<file path="config.mk">
export PLATFORM = sky130hd
export DESIGN_NAME = notch_requant_fifo
export DESIGN_NICKNAME = d
export VERILOG_FILES = /design/src/rtl/lib_switchblock_pkg.sv /design/src/rtl/dem_code_fifo.sv /design/src/rtl/notch_requant_fifo.sv
export SDC_FILE = /design/constraint.sdc
export NUM_CORES = 1
export LEC_CHECK = 0
export CAP_MARGIN = 20
export CORE_MARGIN = 3
export CORE_UTILIZATION = 60
export DETAILED_ROUTE_END_ITERATION = 8
export GPL_TIMING_DRIVEN = 0
export PLACE_DENSITY_LB_ADDON = 0.05
export SLEW_MARGIN = 25
export SYNTH_ARGS = -nofsm -noshare
export SYNTH_HDL_FRONTEND = slang
export SYNTH_SLANG_ARGS = --single-unit
export TNS_END_PERCENT = 50
</file>
<file path="constraint.sdc">
create_clock -name clk_i -period 8.4 [get_ports clk_i]
set_clock_uncertainty 0.1 [all_clocks]
set_input_delay 0.84 -clock clk_i [delete_from_list [all_inputs] [get_ports clk_i]]
set_output_delay 0.84 -clock clk_i [all_outputs]
set_load 0.03 [all_outputs]
</file>
<file path="src/rtl/lib_switchblock_pkg.sv">
// rtl/lib_switchblock_pkg.sv - shared word widths and types for the notch requantizer / DEM path
package lib_switchblock_pkg;
    localparam int WIDTH      = 16;
    localparam int FRAC_BITS  = 16;
    localparam int OUT_BITS   = 4;
    localparam int FIFO_DEPTH = 4;

    typedef logic signed [2*WIDTH-1:0] q16_16_t;
    typedef logic [OUT_BITS-1:0]       dem_code_t;
endpackage

</file>
<file path="src/rtl/dem_code_fifo.sv">
// rtl/dem_code_fifo.sv - synchronous FIFO of DEM codes with occupancy count
module dem_code_fifo
    import lib_switchblock_pkg::*;
#(
    parameter int DATA_W = OUT_BITS,
    parameter int DEPTH  = FIFO_DEPTH
) (
    input  logic                     clk,
    input  logic                     rst_n,
    input  logic                     push,
    input  logic [DATA_W-1:0]        push_data,
    input  logic                     pop,
    output logic [DATA_W-1:0]        pop_data,
    output logic                     full,
    output logic                     empty,
    output logic [$clog2(DEPTH):0]   count
);
    localparam int AW = $clog2(DEPTH);
    localparam int CW = AW + 1;

    logic [DATA_W-1:0] mem [DEPTH];
    logic [AW-1:0]     wr_ptr;
    logic [AW-1:0]     rd_ptr;
    logic              do_push;
    logic              do_pop;

    assign full     = (count == CW'(DEPTH));
    assign empty    = (count == '0);
    assign do_push  = push && !full;
    assign do_pop   = pop && !empty;
    // Head reads as zero while empty so the output is defined without resetting storage
    assign pop_data = empty ? '0 : mem[rd_ptr];

    always_ff @(posedge clk) begin
        if (do_push) begin
            mem[wr_ptr] <= push_data;
        end
    end

    always_ff @(posedge clk or negedge rst_n) begin
        if (!rst_n) begin
            wr_ptr <= '0;
            rd_ptr <= '0;
            count  <= '0;
        end else begin
            if (do_push) begin
                wr_ptr <= wr_ptr + AW'(1);
            end
            if (do_pop) begin
                rd_ptr <= rd_ptr + AW'(1);
            end
            case ({do_push, do_pop})
                2'b10:   count <= count + CW'(1);
                2'b01:   count <= count - CW'(1);
                default: count <= count;
            endcase
        end
    end
endmodule

</file>
<file path="src/rtl/notch_requant_fifo.sv">
// rtl/notch_requant_fifo.sv - error-feedback requantizer to offset-binary DEM codes with output FIFO
// Optional saturation event counter enabled by NOTCH_REQUANT_SAT_CNT_EN.
module notch_requant_fifo #(
    parameter int WIDTH      = lib_switchblock_pkg::WIDTH,
    parameter int FRAC_BITS  = lib_switchblock_pkg::FRAC_BITS,
    parameter int OUT_BITS   = lib_switchblock_pkg::OUT_BITS,
    parameter int FIFO_DEPTH = lib_switchblock_pkg::FIFO_DEPTH
) (
    input  logic                          clk_i,
    input  logic                          reset_i,
    input  logic [2*WIDTH-1:0]            y_in_i,
    input  logic                          in_valid_i,
    output logic                          in_ready_o,
    output logic [OUT_BITS-1:0]           code_o,
    output logic                          out_valid_o,
    input  logic                          out_ready_i,
    output logic [$clog2(FIFO_DEPTH):0]   count_o,
    output logic                          sat_o,
    output logic [15:0]                   sat_cnt_o
);
    import lib_switchblock_pkg::*;

    localparam int EW = 2*WIDTH;
    localparam int VW = EW + 1;
    localparam logic signed [VW-1:0] HALF     = VW'(2**(FRAC_BITS-1));
    localparam logic signed [VW-1:0] OFFSET   = VW'(2**(OUT_BITS-1));
    localparam logic signed [VW-1:0] CODE_MAX = VW'(2**OUT_BITS - 1);

    logic signed [EW-1:0] e_q;
    logic signed [EW-1:0] e_next;
    logic signed [VW-1:0] v_sum;
    logic signed [EW-1:0] v;
    logic signed [VW-1:0] v_round;
    logic signed [VW-1:0] q;
    logic signed [VW-1:0] c;
    logic [OUT_BITS-1:0]  code;
    logic                 sat;
    logic                 sat_q;
    logic                 accept;
    logic                 full;
    logic                 empty;

    assign accept = in_valid_i && in_ready_o;

    always_comb begin
        v_sum = {y_in_i[EW-1], y_in_i} + {e_q[EW-1], e_q};
        // Clip the one-bit-wider sum back into the signed sample range
        if (v_sum[VW-1] != v_sum[VW-2]) begin
            v = v_sum[VW-1] ? {1'b1, {(EW-1){1'b0}}} : {1'b0, {(EW-1){1'b1}}};
        end else begin
            v = v_sum[EW-1:0];
        end
        v_round = {v[EW-1], v} + HALF;
        q       = v_round >>> FRAC_BITS;
        c       = q + OFFSET;
        sat     = 1'b0;
        code    = c[OUT_BITS-1:0];
        if (c[VW-1]) begin
            code = '0;
            sat  = 1'b1;
        end else if (c > CODE_MAX) begin
            code = '1;
            sat  = 1'b1;
        end
        // Unsaturated code equals q + offset, so the residual is v - q*2^FRAC_BITS
        e_next = sat ? '0 : v - EW'(q <<< FRAC_BITS);
    end

    always_ff @(posedge clk_i or negedge reset_i) begin
        if (!reset_i) begin
            e_q   <= '0;
            sat_q <= 1'b0;
        end else begin
            sat_q <= accept && sat;
            if (accept) begin
                e_q <= e_next;
            end
        end
    end

    assign sat_o = sat_q;

`ifdef NOTCH_REQUANT_SAT_CNT_EN
    logic [15:0] sat_cnt_q;

    always_ff @(posedge clk_i or negedge reset_i) begin
        if (!reset_i) begin
            sat_cnt_q <= '0;
        end else if (accept && sat && (sat_cnt_q != 16'hFFFF)) begin
            sat_cnt_q <= sat_cnt_q + 16'd1;
        end
    end

    assign sat_cnt_o = sat_cnt_q;
`else
    assign sat_cnt_o = '0;
`endif

    dem_code_fifo #(
        .DATA_W (OUT_BITS),
        .DEPTH  (FIFO_DEPTH)
    ) u_fifo (
        .clk       (clk_i),
        .rst_n     (reset_i),
        .push      (accept),
        .push_data (code),
        .pop       (out_ready_i),
        .pop_data  (code_o),
        .full      (full),
        .empty     (empty),
        .count     (count_o)
    );

    // Full deliberately blocks input even when the head is being popped this cycle
    assign in_ready_o  = !full;
    assign out_valid_o = !empty;
endmodule

</file>
pinout.png
(3 px per µm) Pins as bars across the die edge, other pins in gray.
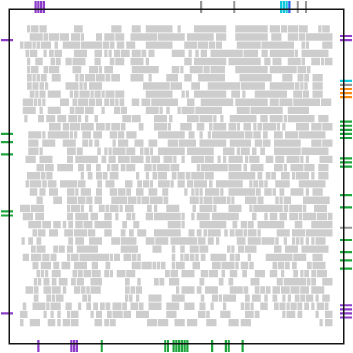
[cyan] code_o | pins: 4 | direction: output | edge: 3 north, 1 east
[orange] count_o | pins: 3 | direction: output | edge: east
[purple] sat_cnt_o | pins: 16 | direction: output | edge: 6 east, 4 south, 4 north, 2 west
[green] y_in_i | pins: 32 | direction: input | edge: 14 east, 13 south, 5 west
[blue] out_ready_i | pins: 1 | direction: input | edge: north
all pins by edge: 26 east, 17 south, 12 north, 7 west
PortBufs: 45
Die Y: 111 µm
Die X: 111 µm

m4.png
(3 px per µm)
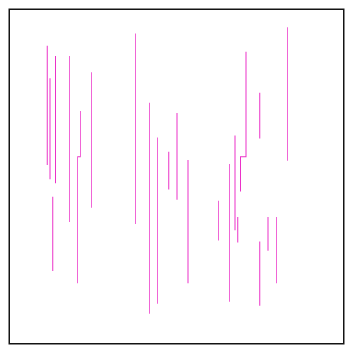
share of all routed wire: 4.3%
nets with wire on the layer: 22
longest straight run: 70.0 µm

gates.png
(3 px per µm)
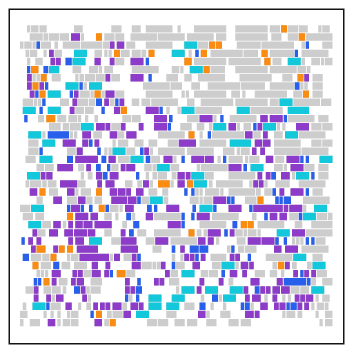
[cyan] fa/ha/maj cells | cells: 56 | where: spread over the die
[purple] aoi and oai cells | cells: 213
[orange] and/or cells | cells: 42 | where: spread over the die
[blue] nand cells | cells: 111 | where: spread over the die

==> cells in the mapped netlist (all sizes together) (4+ instances only) <==
| cell type | instances | area, µm² |
|---|---|---|
| nand2 | 82 | 308 |
| nor2 | 64 | 262 |
| a21oi | 55 | 290 |
| ha | 53 | 663 |
| o21ai | 45 | 236 |
| dfrtp | 40 | 1000 |
| buf | 30 | 213 |
| xnor2 | 30 | 263 |
| o31ai | 29 | 343 |
| inv | 28 | 105 |
| xor2 | 28 | 245 |
| a211oi | 17 | 143 |
| clkbuf | 17 | 63.8 |
| and2 | 16 | 100 |
| edfxtp | 16 | 480 |
| nor3 | 16 | 91.3 |
| nand3 | 13 | 65.1 |
| a21o | 12 | 90.1 |
| o211ai | 12 | 104 |
| a31oi | 11 | 68.8 |
| o21a | 11 | 90.1 |
| and3 | 10 | 62.6 |
| mux2i | 10 | 100 |
| nand4 | 8 | 65.1 |
| nor4 | 7 | 56.3 |
| o21bai | 7 | 52.6 |
| a2111oi | 5 | 88.8 |
| or2 | 5 | 31.3 |
| or3 | 5 | 31.3 |
| a22o | 4 | 35.0 |
| mux4 | 4 | 90.1 |
| nand2b | 4 | 25.0 |
| o2111ai | 4 | 41.3 |
| o41ai | 4 | 42.6 |
==> cell families (layout without fill, tap and decap cells) <==
| kind of cell | Yosys count | in the layout | share of synthesized area, % |
|---|---|---|---|
| AOI/OAI and AO/OA | 261 | 261 | 31.1 |
| xor gates and xnor gates | 58 | 58 | 7.68 |
| adders and majority gates | 56 | 56 | 10.8 |
| buffers and inverters | 75 | 133 | 5.77 |
| DFF | 56 | 56 | 22.4 |
| muxes | 17 | 17 | 3.39 |
| other | 1 | 16 | 0.0567 |
| and+or+nand+nor | 247 | 247 | 18.8 |
==> results_dict.tcl <==
# place-and-route summary
set metrics [dict create \
    ant_nets 0 \
    endpoint_kind "register" \
    setup_viol 0 \
    largest_reg_flops 32 \
    yosys_warnings 0 \
    largest_class "combinational gates" \
    use_met3_pct 4.75 \
    tap_cells 136 \
    outcome "finished, final reports clean" \
    path_clk_slew_ps 100 \
    dpl_worst_slack_ps -231 \
    ctsHtreeMaxLevel 2 \
    combPwrFrac_pct 47.3 \
    cts.path.max_buffers 2 \
    reg.largest.list "e_q (32), u_fifo.mem (16), u_fifo.count (3)" \
    fin_util_pct 70.7 \
    n_sequential_cell 56 \
    fmax_mhz 123 \
    gp_congestion 0.933 \
    synth_stat.cells 771 \
    io_pins 62 \
    syn_area_per_cell_um2 8.58 \
    vias_per_cell 6.53 \
    clock-sinks 56 \
    max-slew-margin-rel_pct 40.4 \
    cp-endpoint "u_fifo.mem[0][1]$_DFFE_PP_" \
    cts_hold_buf 0 \
    leakagePower_uw 0.00319 \
    intPower_uw 553 \
    n_all_buffers 97 \
    dieArea_mm2 0.0123 \
    antenna_found_initial 0 \
    sh_seq_area_pct 19.9 \
    setup_slack_ps 264 \
    worstMarginPinSlew_ps 889 \
    postCtsSetupRepairBufs 0 \
    cts_made_buffers 5 \
    cp.required_ps 8360 \
    swShare_pct 40.9 \
    cp_max_fo 10 \
    synthFlopType "dfrtp_1" \
    cp-startpoint "y_in_i[0]" \
    r2r_cells 27 \
    cts-resized-gates 0 \
    ys_area_mm2 0.00662 \
    num_antenna_cells 0 \
    fin_crit_sh_pct 96.9 \
    placed_area_mm2 0.00731 \
    worstSetupPathType "in2reg" \
    p_switching_uw 383 \
    clock_latency_ps 320 \
    peakVddDrop_v 0.000195 \
    dp_hpwl_um 15700 \
    ys_ff 56 \
    wire_per_inst_um 19.8 \
    hold_violations 0 \
    dp.cells 968 \
    power_frac_clock_pct 16.3 \
    rr_endpoint "u_fifo.mem[0][1]$_DFFE_PP_" \
    cts_tree "yes" \
    n_clock_buffer 6 \
    num-multi-input-gates 655 \
    areaGrowthSynthToFinish_pct 12.4 \
    seqPwrFrac_pct 36.4 \
    crit_slowest_cell "or4_4" \
    syn_area_mm2 0.00662 \
    drv_slew 0 \
    clock_tree_area_fraction_pct 1.19 \
    drt-initial-drc-count 557 \
    fp.coreArea_mm2 0.0105 \
    clock_power_uw 153 \
    cp_top_family "AND-OR/OR-AND gates" \
    layout_top_cell "nand2_1" \
    cts_root_buf "clkbuf_8" \
]
